--- src/rtl/match_ctrl.sv ---
// Match controller: sensor synchronizer/edge detector, goal pulse, PLAY/LOCKOUT/OVER FSM.
// Optional match timer enabled by defining MATCH_TIMER_EN.
module match_ctrl #(
  parameter int TICKS_PER_SEC = 100000000,
  parameter int LOCKOUT_TICKS = 50000000,
  parameter int MATCH_SECS    = 90,
  parameter int WIN_SCORE     = 10
) (
  input  logic       clk,
  input  logic       rst,
  input  logic       start,
  input  logic       sensor,
  input  logic [3:0] score0,
  input  logic [3:0] score1,
  output logic       goal,
  output logic       dis_score,
  output logic [1:0] state,
  output logic [6:0] time_left,
  output logic       match_over
);

  typedef enum logic [1:0] {
    IDLE    = 2'b00,
    PLAY    = 2'b01,
    LOCKOUT = 2'b10,
    OVER    = 2'b11
  } state_t;

  localparam int LOCK_W = (LOCKOUT_TICKS > 1) ? $clog2(LOCKOUT_TICKS) : 1;

  state_t            state_q, state_d;
  logic              sens_p0, sens_p1, sens_p2;
  logic              rise;
  logic              goal_q, goal_d;
  logic              win;
  logic              expired;
  logic [LOCK_W-1:0] lock_q;

  function automatic logic win_reached(input logic [3:0] tens, input logic [3:0] ones);
    logic [6:0] total;
    total = 7'(tens) * 7'd10 + 7'(ones);
    return total >= 7'(WIN_SCORE);
  endfunction

  // p0/p1: two-flop synchronizer; p2: previous synchronized level for edge detect
  always_ff @(posedge clk) begin
    if (rst) begin
      sens_p0 <= 1'b0;
      sens_p1 <= 1'b0;
      sens_p2 <= 1'b0;
    end else begin
      sens_p0 <= sensor;
      sens_p1 <= sens_p0;
      sens_p2 <= sens_p1;
    end
  end

  assign rise = sens_p1 & ~sens_p2;
  assign win  = win_reached(score1, score0);

`ifdef MATCH_TIMER_EN
  localparam int PRE_W = (TICKS_PER_SEC > 1) ? $clog2(TICKS_PER_SEC) : 1;

  logic [PRE_W-1:0] presc_q;
  logic [6:0]       time_q;
  logic             wrap;

  assign wrap = (presc_q == PRE_W'(TICKS_PER_SEC - 1));

  always_ff @(posedge clk) begin
    if (rst) begin
      presc_q <= '0;
      time_q  <= 7'(MATCH_SECS);
    end else begin
      case (state_q)
        IDLE: time_q <= 7'(MATCH_SECS);
        PLAY, LOCKOUT: begin
          if (wrap) begin
            presc_q <= '0;
            if (time_q != 7'd0) time_q <= time_q - 7'd1;
          end else begin
            presc_q <= presc_q + PRE_W'(1);
          end
        end
        default: ;
      endcase
    end
  end

  assign expired   = (time_q == 7'd0);
  assign time_left = time_q;
`else
  logic unused_cfg;
  assign unused_cfg = ^{32'(TICKS_PER_SEC), 32'(MATCH_SECS)};
  assign expired    = 1'b0;
  assign time_left  = 7'd0;
`endif

  // Win beats expiry beats lockout-done/goal; a goal is still pulsed on the expiry cycle.
  always_comb begin
    state_d = state_q;
    goal_d  = rise && (state_q == PLAY);
    case (state_q)
      IDLE:    if (start) state_d = PLAY;
      PLAY: begin
        if (win)          state_d = OVER;
        else if (expired) state_d = OVER;
        else if (rise)    state_d = LOCKOUT;
      end
      LOCKOUT: begin
        if (win)                  state_d = OVER;
        else if (expired)         state_d = OVER;
        else if (lock_q == '0)    state_d = PLAY;
      end
      OVER:    if (start) state_d = IDLE;
      default: state_d = IDLE;
    endcase
  end

  always_ff @(posedge clk) begin
    if (rst) begin
      state_q <= IDLE;
      goal_q  <= 1'b0;
    end else begin
      state_q <= state_d;
      goal_q  <= goal_d;
    end
  end

  always_ff @(posedge clk) begin
    if (rst) begin
      lock_q <= '0;
    end else if (state_q == PLAY && state_d == LOCKOUT) begin
      lock_q <= LOCK_W'(LOCKOUT_TICKS - 1);
    end else if (state_q == LOCKOUT && lock_q != '0) begin
      lock_q <= lock_q - LOCK_W'(1);
    end
  end

  // Gating with rst keeps a pending goal from reaching the score counter and clears it at once.
  assign goal       = goal_q & ~rst;
  assign dis_score  = (state_q != IDLE) & ~rst;
  assign state      = state_q;
  assign match_over = (state_q == OVER);

endmodule

--- config.mk ---
export PLATFORM = sky130hd
export DESIGN_NAME = match_ctrl
export DESIGN_NICKNAME = d
export VERILOG_FILES = /design/src/rtl/match_ctrl.sv
export SDC_FILE = /design/constraint.sdc
export NUM_CORES = 1
export LEC_CHECK = 0
export CORE_ASPECT_RATIO = 0.5
export CORE_MARGIN = 3
export CORE_UTILIZATION = 55
export CTS_CLUSTER_SIZE = 30
export DETAILED_ROUTE_END_ITERATION = 7
export HOLD_SLACK_MARGIN = 0.06
export PLACE_DENSITY = 0.88
export SYNTH_ARGS = -nofsm -noshare
export SYNTH_HDL_FRONTEND = slang
export SYNTH_SLANG_ARGS = --single-unit
--- constraint.sdc ---
create_clock -name clk -period 2.95 [get_ports clk]
set_clock_uncertainty 0.05 [all_clocks]
set_input_delay 0.4425 -clock clk [delete_from_list [all_inputs] [get_ports clk]]
set_output_delay 0.4425 -clock clk [all_outputs]
set_load 0.05 [all_outputs]
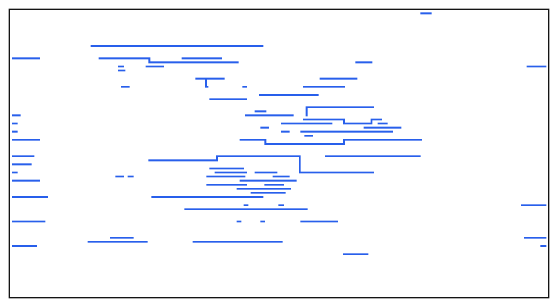
met3.png
Drawn at 6 px/um.
The layer carries 445 um of wire. 48 nets have wire on it. The wires run mostly horizontal. The layer holds 9.2% of the routed length. The longest straight run is 28.5 um.

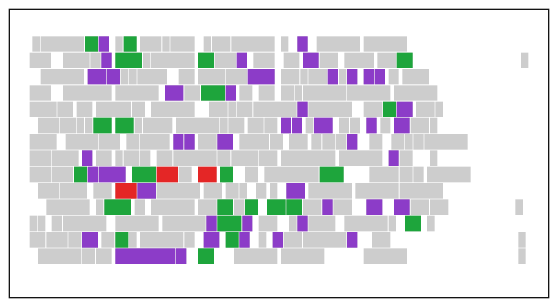
gate_families.png
Drawn at 6 px/um.
Key: purple = inverting AOI/OAI gates [cells 44]; red = AND-OR and OR-AND gates [cells 3]; green = AND and OR gates [cells 23]
Finished Layout Cells: 292
most numerous logic cell after layout: dfxtp_1
combinational share of cell area: 0.533

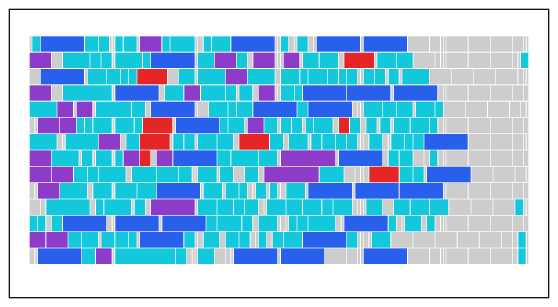
cell_classes.png
Drawn at 6 px/um. Fill, decap, tap and diode cells in gray.
Key: blue = flops [cells 32]; cyan = all other logic [cells 177]; purple = other buffers and delay cells [cells 27]; red = clock drivers and dummy loads [cells 8]
Post-Layout Inst Area: 2330 um^2
Placeable Area: 3170 um^2
row cnt: 14
flop share of the area: 0.275
fin util: 0.734

==> deck_impl_summary.md <==
Flow Results at a Glance

Placed design
  • Final Wtd Congestion: 0.808
  • Port Buffers: 15

Critical path
  • Crit path max-delay cell type: clkdlybuf4s50_1
  • Critical path arrival: 2980 ps
  • Critical path cell sequence: clkdlybuf4s50_1 -> ha_1 -> ha_2 -> fa_2 -> xor2_2 -> and3b_1 -> or2_4 -> a41oi_4 -> clkbuf_16 -> o21ai_0

Timing
  • Final hold vios: 0
  • Fin Setup TNS: 0 ps
  • Fmax: 349 MHz

Run status
  • Status: completed

Logic synthesis
  • Top-area cell share: 0.333
  • Ao+oa area frac: 0.161
  • Most instantiated library cell after synthesis: dfxtp_1
  • Number of enable flip-flop cells: 0
  • Synth Cell Area: 1920 um^2
  • Biggest area consumer among synthesized cells: dfxtp_1
  • Yosys warnings: 0

Drt
  • Antenna-violating nets left: 0
  • Uppermost routed layer: met4

Clocking
  • # hold bufs at CTS: 0
  • # resized after CTS: 0

Hold path
  • Hold_sp: sens_p0

Layout
  • Layout fillers: 208
  • Share of layout cells above drive strength 1: 0.164
  • Antenna fix cells: 0

Floorplan
  • Fp_density: 0.607
layout make-up:
type,instances,area (um^2),area share
clock buffers,6,82.6,0.0355
clock inverters,2,10.0,0.00430
inverters,3,11.3,0.00484
multi-input cells,174,1240,0.533
flip-flops and latches,32,641,0.275
well taps,48,60.1,0.0258
repair buffers,27,283,0.122
worst register-to-register path: cells and delay by family (launching register included):
family,cells,cell delay [ps]
compound gates,1,420
xor+xnor,1,180
fa+ha+maj,1,200
buf+inv,1,80
flops,1,350
simple gates,3,850
